==> config.mk <==
export PLATFORM = sky130hd
export DESIGN_NAME = gray_updn_cnt
export DESIGN_NICKNAME = d
export VERILOG_FILES = /design/src/rtl/gray_pkg.sv /design/src/rtl/gray_step.sv /design/src/rtl/gray_updn_cnt.sv
export SDC_FILE = /design/constraint.sdc
export NUM_CORES = 1
export LEC_CHECK = 0
export CELL_PAD_IN_SITES_DETAIL_PLACEMENT = 0
export CELL_PAD_IN_SITES_GLOBAL_PLACEMENT = 1
export CORE_MARGIN = 4
export CORE_UTILIZATION = 39
export DETAILED_ROUTE_END_ITERATION = 7
export HOLD_SLACK_MARGIN = 0.1
export PLACE_DENSITY = 0.93
export SYNTH_ARGS = -nofsm -noshare
export SYNTH_HDL_FRONTEND = slang
export SYNTH_SLANG_ARGS = --single-unit
==> constraint.sdc <==
create_clock -name clk -period 5.6 [get_ports clk]
set_input_delay 1.4 -clock clk [delete_from_list [all_inputs] [get_ports clk]]
set_output_delay 1.4 -clock clk [all_outputs]
set_load 0.05 [all_outputs]
==> src/rtl/gray_pkg.sv <==
// Shared Gray-code helpers and direction encodings for the Gray counter family.
package gray_pkg;

    // Widest vector the helpers accept; callers zero-extend and truncate.
    localparam int unsigned GRAY_MAXW = 1024;

    typedef logic [GRAY_MAXW-1:0] gray_vec_t;

    localparam logic DIR_UP = 1'b1;
    localparam logic DIR_DN = 1'b0;

    // Zero bits above the caller's width give zero Gray bits, so truncating the
    // result back to the caller's width is exact.
    function automatic gray_vec_t bin2gray(input gray_vec_t v);
        return v ^ (v >> 1);
    endfunction

    // Prefix XOR from the MSB down; zero upper bits leave the low bits unaffected.
    function automatic gray_vec_t gray2bin(input gray_vec_t v);
        gray_vec_t r;
        r = v;
        for (int unsigned k = 1; k < GRAY_MAXW; k++) begin
            r[GRAY_MAXW-1-k] = r[GRAY_MAXW-k] ^ v[GRAY_MAXW-1-k];
        end
        return r;
    endfunction

endpackage

==> src/rtl/gray_step.sv <==
// Combinational next-state unit for the up/down Gray counter.
// Priority: clr > load > en > hold. Wrap or saturate at the range ends.
module gray_step
    import gray_pkg::*;
#(
    parameter int unsigned SIZE     = 128,
    parameter int unsigned SATURATE = 0
) (
    input  logic [SIZE-1:0] b,
    input  logic            clr,
    input  logic            load,
    input  logic [SIZE-1:0] load_bin,
    input  logic            en,
    input  logic            up,
    output logic [SIZE-1:0] b_nxt,
    output logic [SIZE-1:0] g_nxt,
    output logic            wrap_nxt
);

    logic [SIZE:0] inc_w;
    logic [SIZE:0] dec_w;

    // The extra top bit is the carry/borrow out, used only to detect the range end.
    assign inc_w = {1'b0, b} + {{SIZE{1'b0}}, 1'b1};
    assign dec_w = {1'b0, b} - {{SIZE{1'b0}}, 1'b1};

    // Select the next binary value and whether this step wraps.
    always_comb begin
        b_nxt    = b;
        wrap_nxt = 1'b0;
        if (clr) begin
            b_nxt = '0;
        end else if (load) begin
            b_nxt = load_bin;
        end else if (en) begin
            unique case (up)
                DIR_UP: begin
                    if (!inc_w[SIZE]) begin
                        b_nxt = inc_w[SIZE-1:0];
                    end else if (SATURATE == 0) begin
                        b_nxt    = inc_w[SIZE-1:0];
                        wrap_nxt = 1'b1;
                    end
                end
                DIR_DN: begin
                    if (!dec_w[SIZE]) begin
                        b_nxt = dec_w[SIZE-1:0];
                    end else if (SATURATE == 0) begin
                        b_nxt    = dec_w[SIZE-1:0];
                        wrap_nxt = 1'b1;
                    end
                end
                default: ;
            endcase
        end
    end

    // Gray view of the next binary value.
    always_comb begin
        g_nxt = SIZE'(bin2gray(gray_vec_t'(b_nxt)));
    end

endmodule

==> src/rtl/gray_updn_cnt.sv <==
// Parametrised up/down Gray counter with registered binary mirror and range flags.
// Every output is a flop so downstream synchronisers see one bit change per step.
module gray_updn_cnt
    import gray_pkg::*;
#(
    parameter int unsigned     SIZE      = 128,
    parameter int unsigned     SATURATE  = 0,
    parameter logic [SIZE-1:0] RESET_VAL = '0
) (
    input  logic            clk,
    input  logic            nreset,
    input  logic            clr,
    input  logic            load,
    input  logic [SIZE-1:0] load_bin,
    input  logic            en,
    input  logic            up,
    output logic [SIZE-1:0] q,
    output logic [SIZE-1:0] q_bin,
    output logic            wrap,
    output logic            at_max,
    output logic            at_min
);

    localparam logic [SIZE-1:0] RESET_GRAY = SIZE'(bin2gray(gray_vec_t'(RESET_VAL)));

    logic [SIZE-1:0] b_q, b_d;
    logic [SIZE-1:0] g_q, g_d;
    logic            wrap_q, wrap_d;
    logic            at_max_q, at_max_d;
    logic            at_min_q, at_min_d;

    logic [SIZE-1:0] step_b;
    logic [SIZE-1:0] step_g;
    logic            step_wrap;

    gray_step #(
        .SIZE     (SIZE),
        .SATURATE (SATURATE)
    ) u_step (
        .b        (b_q),
        .clr      (clr),
        .load     (load),
        .load_bin (load_bin),
        .en       (en),
        .up       (up),
        .b_nxt    (step_b),
        .g_nxt    (step_g),
        .wrap_nxt (step_wrap)
    );

    // Flags come from the next binary value so they line up with q on the same edge.
    always_comb begin
        b_d      = step_b;
        g_d      = step_g;
        wrap_d   = step_wrap;
        at_max_d = &step_b;
        at_min_d = ~|step_b;
    end

    // Counter state; reset abandons the count immediately.
    always_ff @(posedge clk or negedge nreset) begin
        if (!nreset) begin
            b_q      <= RESET_VAL;
            g_q      <= RESET_GRAY;
            wrap_q   <= 1'b0;
            at_max_q <= &RESET_VAL;
            at_min_q <= ~|RESET_VAL;
        end else begin
            b_q      <= b_d;
            g_q      <= g_d;
            wrap_q   <= wrap_d;
            at_max_q <= at_max_d;
            at_min_q <= at_min_d;
        end
    end

    assign q      = g_q;
    assign q_bin  = b_q;
    assign wrap   = wrap_q;
    assign at_max = at_max_q;
    assign at_min = at_min_q;

endmodule

==> images/logic_types.png <==
(2 px per um)
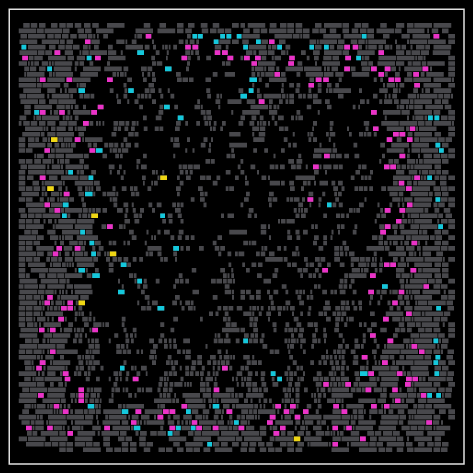
Key: xor and xnor cells = magenta [cells 163, most used xnor2_1, where spread over the die]; non-inverting ao/oa cells = cyan [cells 74, most used o21a_1, where spread over the die]; mux cells = yellow [cells 7, most used mux2i_1]

==> images/wires.png <==
(1.5 px per um) Only two layers are drawn.
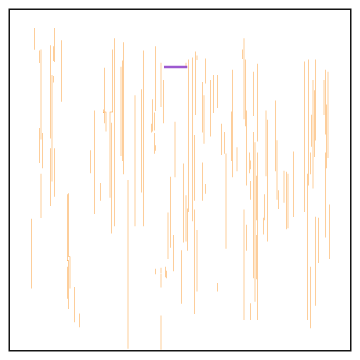
Key: metal 4 = orange [wire length 5050 um]; metal 5 = purple [wire length 13.8 um]

==> images/congestion.png <==
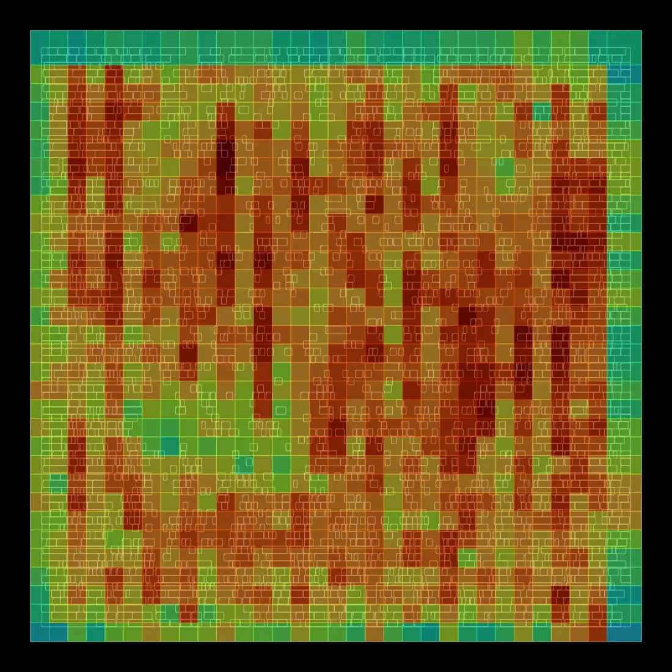
overall routing resource usage: 40.1%
final core utilization: 54.3%

==> images/detail.png <==
Window x 98 to 128, y 144 to 174 um. Cells in gray, sequential cells in the stronger gray; small squares are vias.
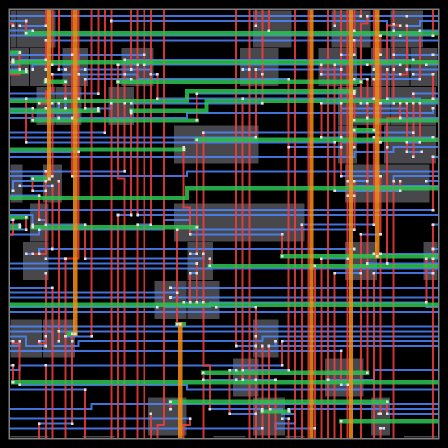
Key: metal 2 = red; metal 1 = blue; metal 4 = orange; metal 3 = green
Most frequent: buf_4 (7), nor4_1 (5). Sequential cells in the window: 0. 38 logic cells have their middle in the window.

==> qor.csv <==
metric,value,unit
crit path launch type,flop,
most heavily used metal layer in global routing,met2,
average cell area after synthesis,8.46,um2
final global-route overflow total,0,
syn_nets,2468,
net switching share of the total power,39.4,%
slew at the pin closest to its max-slew limit,1350,ps
Leading power group,sequential cells,
fin area,25500,um2
worst flop-to-flop path startpoint,q_bin[42],
clock buf count,36,
Worst EP arrival,6110,ps
Internal Dissipation,3.90,mW
switching power of the nets,2.54,mW
max_cap viols,0,
Clock Tree Root,sky130_fd_sc_hd__clkbuf_16,
maximum number of pins on one net before global-route repair,98,
Final HPWL DP,85100,um
number of global-route vias before repair,21100,
"Cell Area, Synth",18600,um2
mean number of vias per cell,6.43,
final non-filler cell total,3325,
classification of the worst setup path,reg -> reg,
worst-case clock buffer depth,3,
worst reg2reg path depth,12,
die height,227,um
met2 demand-to-capacity share in global routing,60.7,%
clock distribution area overhead in the final layout,3.80,%
top-level I/O count,393,
Post-Route WL,106000,um
count of input and output buffers,392,
setup repair after global routing missed its margin,false,
well-tap cell count,607,
highest-count cells in the layout ignoring fill and taps,"sky130_fd_sc_hd__clkdlybuf4s50_1, sky130_fd_sc_hd__dfrtp_1, sky130_fd_sc_hd__buf_4",
setup slack after placement,43.6,ps
number of buffers inserted by post-CTS setup repair,0,
"number of placed instances, taps included",3272,
final setup skew,34.3,ps
Static Leak,10.6,nW
count of flip-flops and latches,258,
Total Neg Setup Slack,0,ps
total iterations of the first detailed-routing run,6,
initial cell density of the core,39.7,%
data required time of the worst path,6150,ps
number of buffers outside the clock class in the layout,631,
Hold Path Class,in -> async,
maximum resistive drop on vdd,0.317,mV
result of the run,"complete, no violations",
TritonCTS sink count,258,
number of standard-cell rows in the floorplan,79,
sequential cell area in the final layout,6460,um2
"most common cell after layout, fill and taps aside",sky130_fd_sc_hd__clkdlybuf4s50_1,
Comb pwr share,34.0,%
DR WL/cell,32.0,um
final weighted congestion of routability-driven global placement,1.08,
number of synthesized flops with an enable pin,0,
tally of unique sky130hd cells used after synthesis,89,
number of buffers created by CTS,28,
## cell usage after synthesis, drive strengths merged, types with 84 or more instances
cell type	n	share of area [%]
nand4	134	4.5
nand2	151	3.0
xnor2	84	3.9
ha	130	8.7
nor4	110	3.7
nor3	113	3.1
dfrtp	257	34
inv	146	2.9
nor2	140	2.8
clkbuf	141	2.8
nand3	101	2.8
o21ai	106	2.9
## kinds of logic after synthesis
logic type                 synth area share [%]
adders and majority gates                  8.72
buffers and inverters                      6.56
xor gates and xnor gates                   7.66
muxes                                     0.376
and+or+nand+nor                            28.4
DFF                                        34.6
AOI/OAI and AO/OA                          13.7
## worst max-delay path by stage
stage,slack [ps],endpoint,from,depth (start not counted)
6_report,40,at_max,q_bin[42],12
5_1_grt,50,at_max,q_bin[55],14
4_1_cts,170,at_max,q_bin[55],15
3_5_place_dp,40,at_max,up,13
3_3_place_gp,-30,at_max,up,17
2_1_floorplan,1310,at_max,en,12
## state kept, by name (all words and copies together) (netlist names)
signal and cells:
q_bin 128, q 127, at_max 1, at_min 1
wrap 1
## critical path, cell delays in order, from the launching register on
cell	delay, ps
sky130_fd_sc_hd__dfrtp_1	590
sky130_fd_sc_hd__or4_1	680
sky130_fd_sc_hd__nor3_1	580
sky130_fd_sc_hd__nand3_1	690
sky130_fd_sc_hd__nor4_1	850
sky130_fd_sc_hd__nor3_1	130
sky130_fd_sc_hd__o31ai_1	400
sky130_fd_sc_hd__nand2_1	140
sky130_fd_sc_hd__inv_1	100
sky130_fd_sc_hd__ha_1	160
sky130_fd_sc_hd__nand4_1	90
sky130_fd_sc_hd__nor4_1	800
sky130_fd_sc_hd__and4_1	300
## per-layer routing
metal  up-vias  part of all wire [%]
li1       9035                     -
met1     10600                    41
met2      1499                    43
met3       267                    10
met4         2                   4.7
met5         -                 0.012
Power figures rest on the tool's default switching activity, not on a simulated workload.
